### Wiring heat map

17 x 17 tiles, from dark blue (low) to red (high), scaled to the fullest tile. Values are wire area over tile area, all layers added.
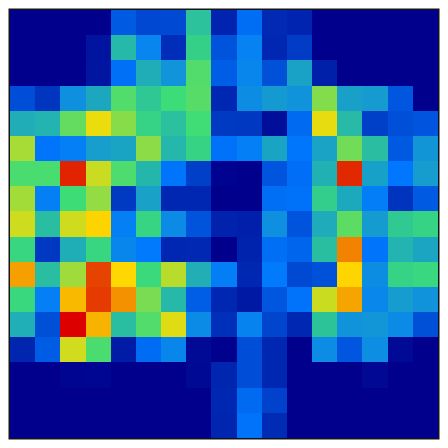
### Clock network drawn from the DEF

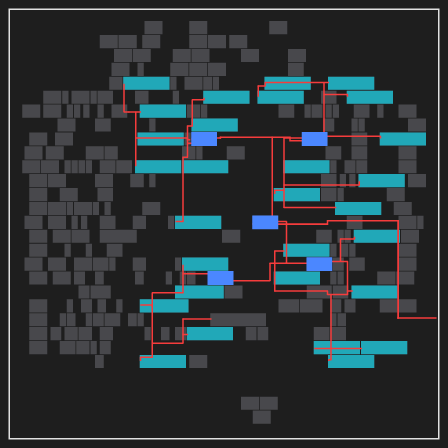
### Cells by drive strength

The bar under the picture is 20 um long.
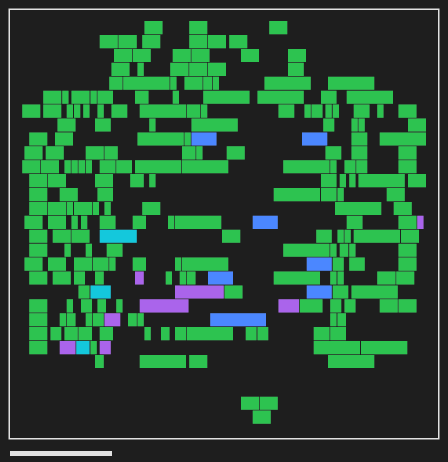
### Register map, names as in the netlist

The bar under the picture is 20 um long. Other sequential cells in the stronger grey, the rest of the logic in the fainter grey.
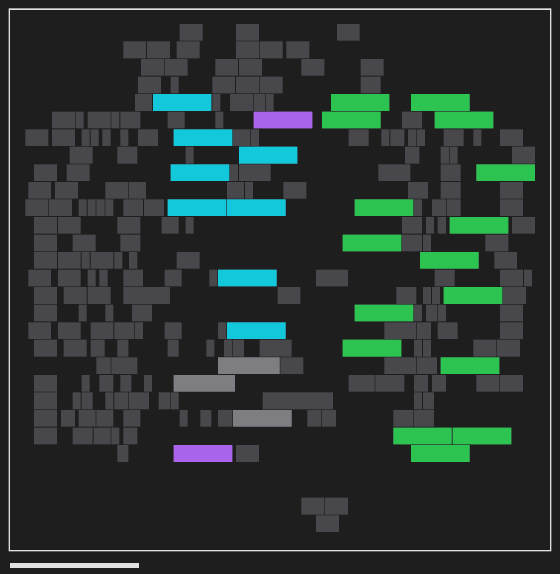
### Placement view

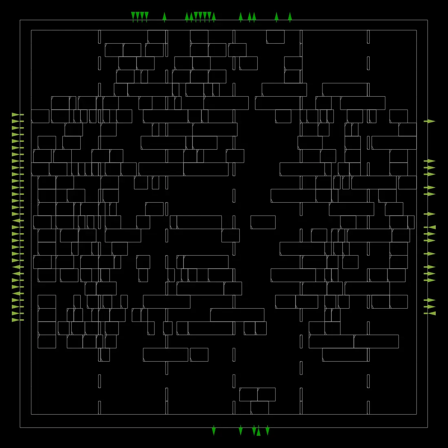
===== src/rtl/handshake_rr_arbiter.sv =====
// Round-robin arbiter merging N_REQ valid/ready requesters onto one
// registered downstream valid/ready channel, with a transfer counter.
module handshake_rr_arbiter #(
    parameter int N_REQ  = 4,
    parameter int DATA_W = 8,
    parameter int CNT_W  = 16,
    localparam int ID_W  = (N_REQ > 1) ? $clog2(N_REQ) : 1
) (
    input  logic                    clk,
    input  logic                    rst,
    input  logic [N_REQ-1:0]        req_valid,
    input  logic [N_REQ*DATA_W-1:0] req_data,
    output logic [N_REQ-1:0]        req_ready,
    output logic                    m_valid,
    output logic [DATA_W-1:0]       m_data,
    input  logic                    m_ready,
    output logic [ID_W-1:0]         grant_id,
    output logic                    busy,
    output logic [CNT_W-1:0]        xfer_count
);

    typedef enum logic {
        IDLE = 1'b0,
        SEND = 1'b1
    } state_e;

    state_e            state_q, state_d;
    logic              m_valid_q, m_valid_d;
    logic [DATA_W-1:0] m_data_q, m_data_d;
    logic [ID_W-1:0]   grant_q, grant_d;
    logic [ID_W-1:0]   last_q, last_d;
    logic [CNT_W-1:0]  cnt_q, cnt_d;

    logic              acc;
    logic              xfer;
    logic              up_xfer;
    logic              win_found;
    logic [ID_W-1:0]   win_id;
    logic [ID_W-1:0]   idx;
    int                idx_int;
    logic [DATA_W-1:0] data_a [N_REQ];

    for (genvar g = 0; g < N_REQ; g++) begin : g_unpack
        assign data_a[g] = req_data[g*DATA_W +: DATA_W];
    end

    assign xfer = m_valid_q && m_ready;
    assign acc  = (state_q == IDLE) || xfer;

    // Scan starts just past the last grantee so it has lowest priority.
    always_comb begin
        win_found = 1'b0;
        win_id    = '0;
        idx_int   = 0;
        idx       = '0;
        for (int k = 1; k <= N_REQ; k++) begin
            idx_int = (int'(last_q) + k) % N_REQ;
            idx     = ID_W'(idx_int);
            if (!win_found && req_valid[idx]) begin
                win_found = 1'b1;
                win_id    = idx;
            end
        end
    end

    always_comb begin
        req_ready = '0;
        if (acc && win_found) begin
            req_ready[win_id] = 1'b1;
        end
    end

    assign up_xfer = acc && win_found;

    always_comb begin
        state_d   = state_q;
        m_valid_d = m_valid_q;
        m_data_d  = m_data_q;
        grant_d   = grant_q;
        last_d    = last_q;
        cnt_d     = cnt_q;
        if (xfer) begin
            cnt_d = cnt_q + CNT_W'(1);
        end
        // A new beat loaded on a drain cycle keeps the stage full.
        if (up_xfer) begin
            m_data_d  = data_a[win_id];
            grant_d   = win_id;
            last_d    = win_id;
            m_valid_d = 1'b1;
            state_d   = SEND;
        end else if (xfer) begin
            m_valid_d = 1'b0;
            state_d   = IDLE;
        end
    end

    always_ff @(posedge clk or posedge rst) begin
        if (rst) begin
            state_q   <= IDLE;
            m_valid_q <= 1'b0;
            m_data_q  <= '0;
            grant_q   <= '0;
            last_q    <= ID_W'(N_REQ - 1);
            cnt_q     <= '0;
        end else begin
            state_q   <= state_d;
            m_valid_q <= m_valid_d;
            m_data_q  <= m_data_d;
            grant_q   <= grant_d;
            last_q    <= last_d;
            cnt_q     <= cnt_d;
        end
    end

    assign m_valid    = m_valid_q;
    assign m_data     = m_data_q;
    assign grant_id   = grant_q;
    assign busy       = m_valid_q;
    assign xfer_count = cnt_q;

endmodule


===== config.mk =====
export PLATFORM = sky130hd
export DESIGN_NAME = handshake_rr_arbiter
export DESIGN_NICKNAME = d
export VERILOG_FILES = /design/src/rtl/handshake_rr_arbiter.sv
export SDC_FILE = /design/constraint.sdc
export NUM_CORES = 1
export LEC_CHECK = 0
export ABC_CLOCK_PERIOD_IN_PS = 5780
export CAP_MARGIN = 40
export CORE_MARGIN = 2
export CORE_UTILIZATION = 25
export DETAILED_ROUTE_END_ITERATION = 10
export GPL_ROUTABILITY_DRIVEN = 0
export SLEW_MARGIN = 20
export SYNTH_ARGS = -nofsm -noshare
export SYNTH_HDL_FRONTEND = slang
export SYNTH_SLANG_ARGS = --single-unit

===== constraint.sdc =====
create_clock -name clk -period 5.78 [get_ports clk]
set_clock_uncertainty 0.2 [all_clocks]
set_input_delay 0.867 -clock clk [delete_from_list [all_inputs] [get_ports clk]]
set_output_delay 0.867 -clock clk [all_outputs]
set_load 0.05 [all_outputs]

==> flow_summary.yaml <==
# flow metrics
sta:
  fin_ws_ns: 1.45
  finalClockPeriodUsage_pct: 75.0
  rsz0062_at_grt: "no"
  worstMarginPinSlew_ns: 0.743
  hold_violations: 0
synth:
  edf_count: 0
  ys.flops: 29
  ys_top_logic_family: "simple AND/OR/NAND/NOR gates"
  ys_sh_adder_pct: 0.788
  synth.most_common_cell: "nor2_1"
  netlist_instances: 168
  yosys_area_um2: 1590
  simple_gate_share_pct: 21.8
  synthMuxAreaShare_pct: 5.75
  yosys_warnings: 0
  top_cells_by_count: "nor2_1 (31), dfrtp_1 (27), nand2_1 (20)"
  ff_type: "dfrtp_1"
  synth_nets: 208
  ys_sh_aoi_pct: 12.9
cts:
  worstSkewPairLatency_ns: 0.27
  numCtsBuffers: 5
  htree_levels: 2
  clock-sinks: 29
worst_setup_path:
  path_class: "input pin to primary output"
  startpoint_type: "input pin"
  cp.arrival_ns: 3.27
  rr_worst_depth: 5
  crit_top_cell: "clkdlybuf4s50_1"
  critPathRequiredTime_ns: 4.71
  r2r_start: "last_q[1]"
  slowest_stage: "clkdlybuf4s50_1"
drt:
  wl_mm: 3.85
  wl_met1_mm: 1.76
  wl_per_cell_um: 12.2
  wl_met2_mm: 1.77
  detail_route.first_pass.iterations: 4
  dr.max_layer_used: "met4"
  met3_length_um: 298
  num_vias: 1414
finish:
  logic_area_um2: 787
  layout_top_cell: "clkdlybuf4s50_1"
  final_cells: 316
  largest_register_ffs: 16
  layout_top_cells: "clkdlybuf4s50_1 (70), nor2_1 (31), dfrtp_1 (27)"
  buffers: 72
  flop_area_um2: 728
  buf_share_pct: 29.0
  seq_share_pct: 29.6
  fin_util_pct: 39.4
  flop-count: 29
global_routing:
  grt_overflow_total: 0
  met1_usage_pct: 14.8
  antenna_found_initial: 0
place:
  dpl.hpwl_mm: 3.07
  dp_cells: 307
  placedInstanceArea_um2: 2330
  port_buffers: 70
floorplan:
  fp.coreArea_um2: 6240
  die_w_um: 83.7
hold_path:
  min_to: "xfer_count[15]"
power_and_ir_drop:
  p_comb_mw: 0.434
  powerClk_mw: 0.214
  power_frac_clock_pct: 22.6
  finalPower_mw: 0.948
outcome:
  status: "complete, no violations"
-- 'Wiring heat map' (at the start) --
- densest ninth of the die: left middle
- tiles over half the peak: 16%
- nearly empty tiles: 26%
- mean over tiles: 0.088
- fullest tile: 0.35

-- 'Clock network drawn from the DEF' (at the start) --
- cyan: flip-flops (count 29)
- red: clock wires (length 409 um)
- blue: clock drivers (count 5)
- routed clock nets: 6

-- 'Cells by drive strength' (at the start) --
- green: _0 and _1 cells (cells 221)
- purple: _2 cells (cells 8)
- cyan: _3 and _4 cells (cells 3)
- blue: _6 and larger (cells 7)

-- 'Register map, names as in the netlist' (at the start) --
- purple: `grant_id` (sequential cells 2)
- green: `xfer_count` (sequential cells 16)
- cyan: `m_data` (sequential cells 8)

-- 'Placement view' (at the start) --
fillcell total: 652
Tapcells: 77

